Design tinyqv_uart_tx_periph, sky130hd; sources not shown.
**Run 1: floorplan with the power grid**

Pins as bars on the die edge.
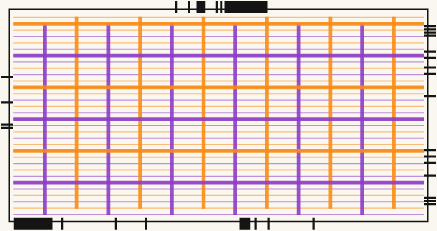
Key: VDD = orange; VSS = purple
77 signal pins sit on the boundary. 12 straps on met4. 6 straps on met5. The core has 31 rows.
chip height: 90.2 um
core area: 14800 um2
die width: 178 um
peak supply drop: 0.000215 V

**Run 1: cell classes on the final placement**

The bar under the picture is 50 um long.
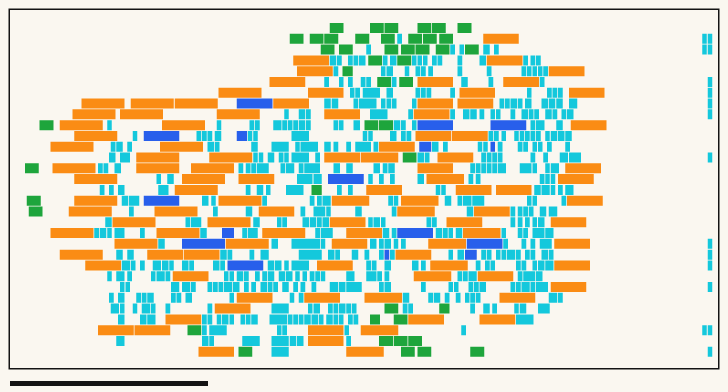
Key: remaining buffers and delay cells = green [cells 46]; clock drivers and dummy loads = blue [cells 16]; combinational and other logic = cyan [cells 540]; sequential cells = orange [cells 103]
sequential cell area share: 43.8%
fin util: 42.4%

**Run 1: clock network drawn from the DEF**

The bar under the picture is 50 um long.
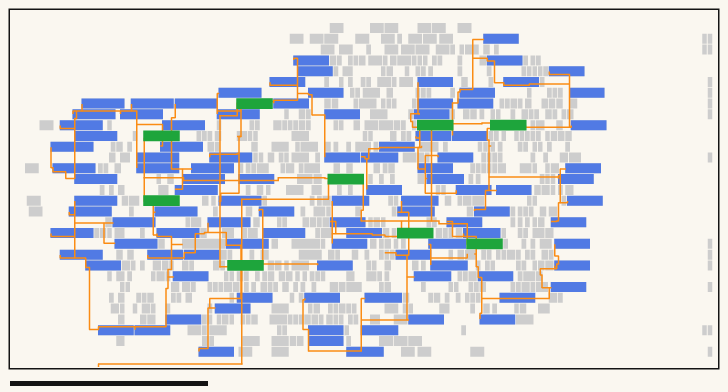
Key: flip-flops = blue [count 103]; clock wires = orange [length 1260 um]; clock drivers = green [count 9]
There are 10 routed clock nets.
Clk. pwr: 0.843 mW
Clock Power Share: 24.5%
Setup Skew: 10.5 ps
clk_lat worst skew: 350 ps

**Run 1: metal layers overlaid**

Two of the layers only.
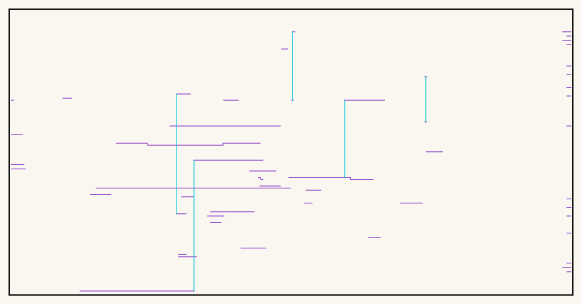
Key: metal 4 = cyan [wire length 140 um]; metal 3 = purple [wire length 382 um]
GRT Overall Usage: 15.8%
final wirelength: 11800 um
WL/cell: 13.1 um

==> flow_summary.ini, run 1 <==
; implementation run metrics
[layout]
final-clk-cell-share_pct = 4.72
flops = 103
nonClockBufferCount = 46
regArea_um2 = 2750
clkbuf_count = 9
largest_reg_flops = 32
dominant-cell-class = flip-flops and latches
drive_gt1_share_pct = 6.95
comb_area_um2 = 2240
num-multi-input-gates = 461
final_cell_count_no_fill = 903

[power]
intPower_mw = 2.12
p_per_area_nw_per_um2 = 548
pg_comb_mw = 1.15
switching_share_pct = 38.3
sequentialPower_mw = 1.45
combPwrFrac_pct = 33.3

[placement]
place_hpwl_um = 8690
dpl-instance-area_um2 = 5990
placedCellCount = 887

[clock_network]
cts_resized = 0
cts_tree = yes
cts_buffers = 9
postCtsSetupRepairBufs = 0
cts_buffer_depth = 2

[route]
antenna_violating_nets_post_route = 0
vias = 4285
dr.pass1.iters = 4

[sta]
finalCritPeriodShare_pct = 89.9
whs_ps = 468
tightest_slew_ps = 828

[logic_synthesis]
synth-edff-count = 32
top_cells_by_count = nand2_1 (186), inv_1 (74), nor2_1 (70)
synth_area_um2 = 5450
synth_cell_types = 34
syn_avg_cell_area_um2 = 8.23

[critical_path]
crit_fanout = 20
worstSetupEndpointType = output port
start_kind = flop

[run]
cap_viol_max_count = 0

[min_path]
min_path_cells = 2
hp-class = reg -> reg

[grt]
antenna_found_initial = 0

[floorplanning]
io_pins = 77
n_tap_cell = 198
dieArea_um2 = 16100

[run_status]
status = finished clean
## run 1: logic make-up (layout without fill, tap and decap cells)
logic type,after synthesis,count (layout),share of synthesized area [%]
buf+inv,113,141,9.42
xor+xnor,11,11,1.77
compound gates,80,80,8.27
flops,103,103,50.5
fa+ha+maj,17,17,4.04
simple gates,337,337,25.9
other cells,1,16,0.0688
## run 1: worst max-delay path: stages (launching register included)
cell and delay [ps]:
dfrtp_1 450, inv_1 150, ha_1 460, clkinv_1 410, o21ai_4 180, inv_2 60, nand2_4 70, buf_4 240
o21ai_1 120, inv_1 60, clkdlybuf4s50_1 590
## run 1: metal layers
metal | wire length [um] | part of all wire, %
met2 | 5650 | 48
met1 | 5680 | 48
met3 | 381 | 3.2
met4 | 140 | 1.2
met5 | 0 | 0
--- run 2 (diff from run 1) ---
Settings changed: CORE_ASPECT_RATIO 0.5 to 0.7, CTS_CLUSTER_SIZE set to 16, PLACE_DENSITY 0.67 to 0.6.
==> run 2 against run 1 <==
Net effect: final cell count fell by 0.33%; wire length grew 7.4%; die area fell by 0.14%; critical path type unchanged; global-route usage up 1.2 points; highest routed layer unchanged; core utilization down 0.51 points; first-iteration DRC count decreased by 9.9%; register-to-register slack lost 70 ps.
==> flow_summary.ini, run 2 <==
; implementation run metrics
[clock_network]
insertion_delay_ps = 350
cts_tree = yes
cts_resized = 0
cts_buffers = 9
postCtsSetupRepairBufs = 0

[route]
wl_per_cell_um = 14.1
antenna_violating_nets_post_route = 0
drt_wl_total_um = 12700
routed.top_layer = met4
dr.pass1.iters = 5
viasPerCell = 4.85
wl_met2_um = 5290
drt-initial-drc-count = 236
vias = 4361
drt-met1-wl_um = 6680
wl_met3_um = 662

[critical_path]
cpPeakStageDelay_ps = 590
cp_slowest_cell = clkdlybuf4s50_1
worstSetupEndpointType = output port
cpMostUsedCell = inv_1
crit_fanout = 20
path_delay_family = buffers and inverters
worst-path-buf-inv = 6
start_kind = flop

[logic_synthesis]
top_cells_by_area = dfrtp_1 (27%), edfxtp_1 (18%), nand2_1 (13%)
ys_seq_elements = 103
mux_area_share_pct = 0
xor_share_pct = 1.77
top_logic_kind = simple AND/OR/NAND/NOR gates
synth-edff-count = 32
synth_cell_types = 34
synthAoiAreaFrac_pct = 8.27
simple_gate_share_pct = 25.9
fa_ha_area_share_pct = 4.04
synth_area_um2 = 5450

[min_path]
hp-class = reg -> reg
min_path_cells = 2

[run_status]
status = finished clean

[layout]
comb_area_um2 = 2240
regArea_um2 = 2750
drive_gt1_share_pct = 7.09
area_growth_pct = 15.0
final_cell_count_no_fill = 900
largest_reg_flops = 32
nNetsFinal = 759

[power]
intPower_mw = 2.08
combPwrFrac_pct = 34.6
pg_comb_mw = 1.20
switching_share_pct = 40.2
sequentialPower_mw = 1.46
p_per_area_nw_per_um2 = 555

[sta]
tightest_slew_ps = 943
finalCritPeriodShare_pct = 91.3
whs_ps = 466
fin_tns_setup_ps = 0
max_slew_margin_pct = 37.1

[floorplanning]
io_pins = 77
dieWidth_um = 151
dieArea_um2 = 16100
coreArea_um2 = 15000

[run]
cap_viol_max_count = 0

[grt]
grt_usage_pct = 17.0
grt_pass1_wl_um = 21000
antenna_found_initial = 0

[placement]
place_hpwl_um = 9040
run 2: worst min-delay path, delay by kind of cell (launching register included):
kind | cells | cell delay, ps
flops | 1 | 370
simple gates | 2 | 90
run 2: per-layer routing:
layer | GRT usage [%] | vias to the layer above
li1 | - | 2162
met1 | 25.8 | 2079
met2 | 24.6 | 110
met3 | 3.35 | 10
met4 | 3.64 | 0
met5 | 0 | -
run 2: final cells by class:
type,count,share of cell area (%)
tap,195,3.90
multi-input combinational,461,35.7
clock buffer,10,3.66
timing repair buffer,46,7.19
sequential,103,43.9
inverter,79,4.73
clock inverter,6,0.839
run 2: metrics by stage:
step	power, mW	area, um2	utilization (%)
after floorplan	2.33	5500	-
after global placement	2.62	5980	40.0
after detailed placement	2.68	5980	40.0
after CTS	3.49	6260	41.9
after global routing	3.75	6260	41.9
final	3.48	6260	41.9
**Run 2: clock network drawn from the DEF**

The bar under the picture is 50 um long.
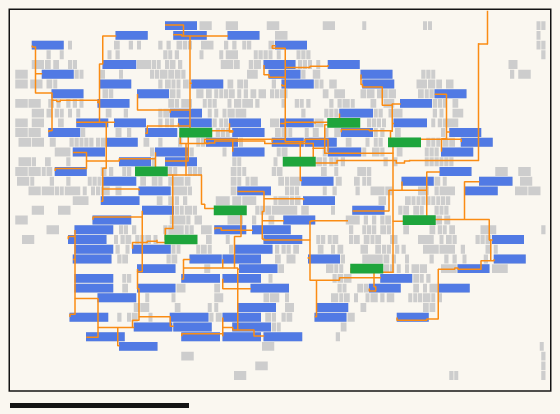
Key: clock drivers = green [count 9]; clock wires = orange [length 1310 um]; flip-flops = blue [count 103]
Position of the flops: spread over the die. There are 10 routed clock nets.
Clock Power Share: 23.5%
Clk. pwr: 0.817 mW
Setup Skew: 7.81 ps

**Run 2: floorplan with the power grid**

Pins as bars on the die edge.
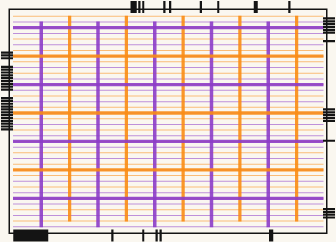
Key: VDD = orange; VSS = purple
38 met1 rails follow the rows. 77 signal pins sit on the boundary.
chip height: 106 um
peak supply drop: 0.000224 V

Power is estimated from default activity; no workload was simulated.
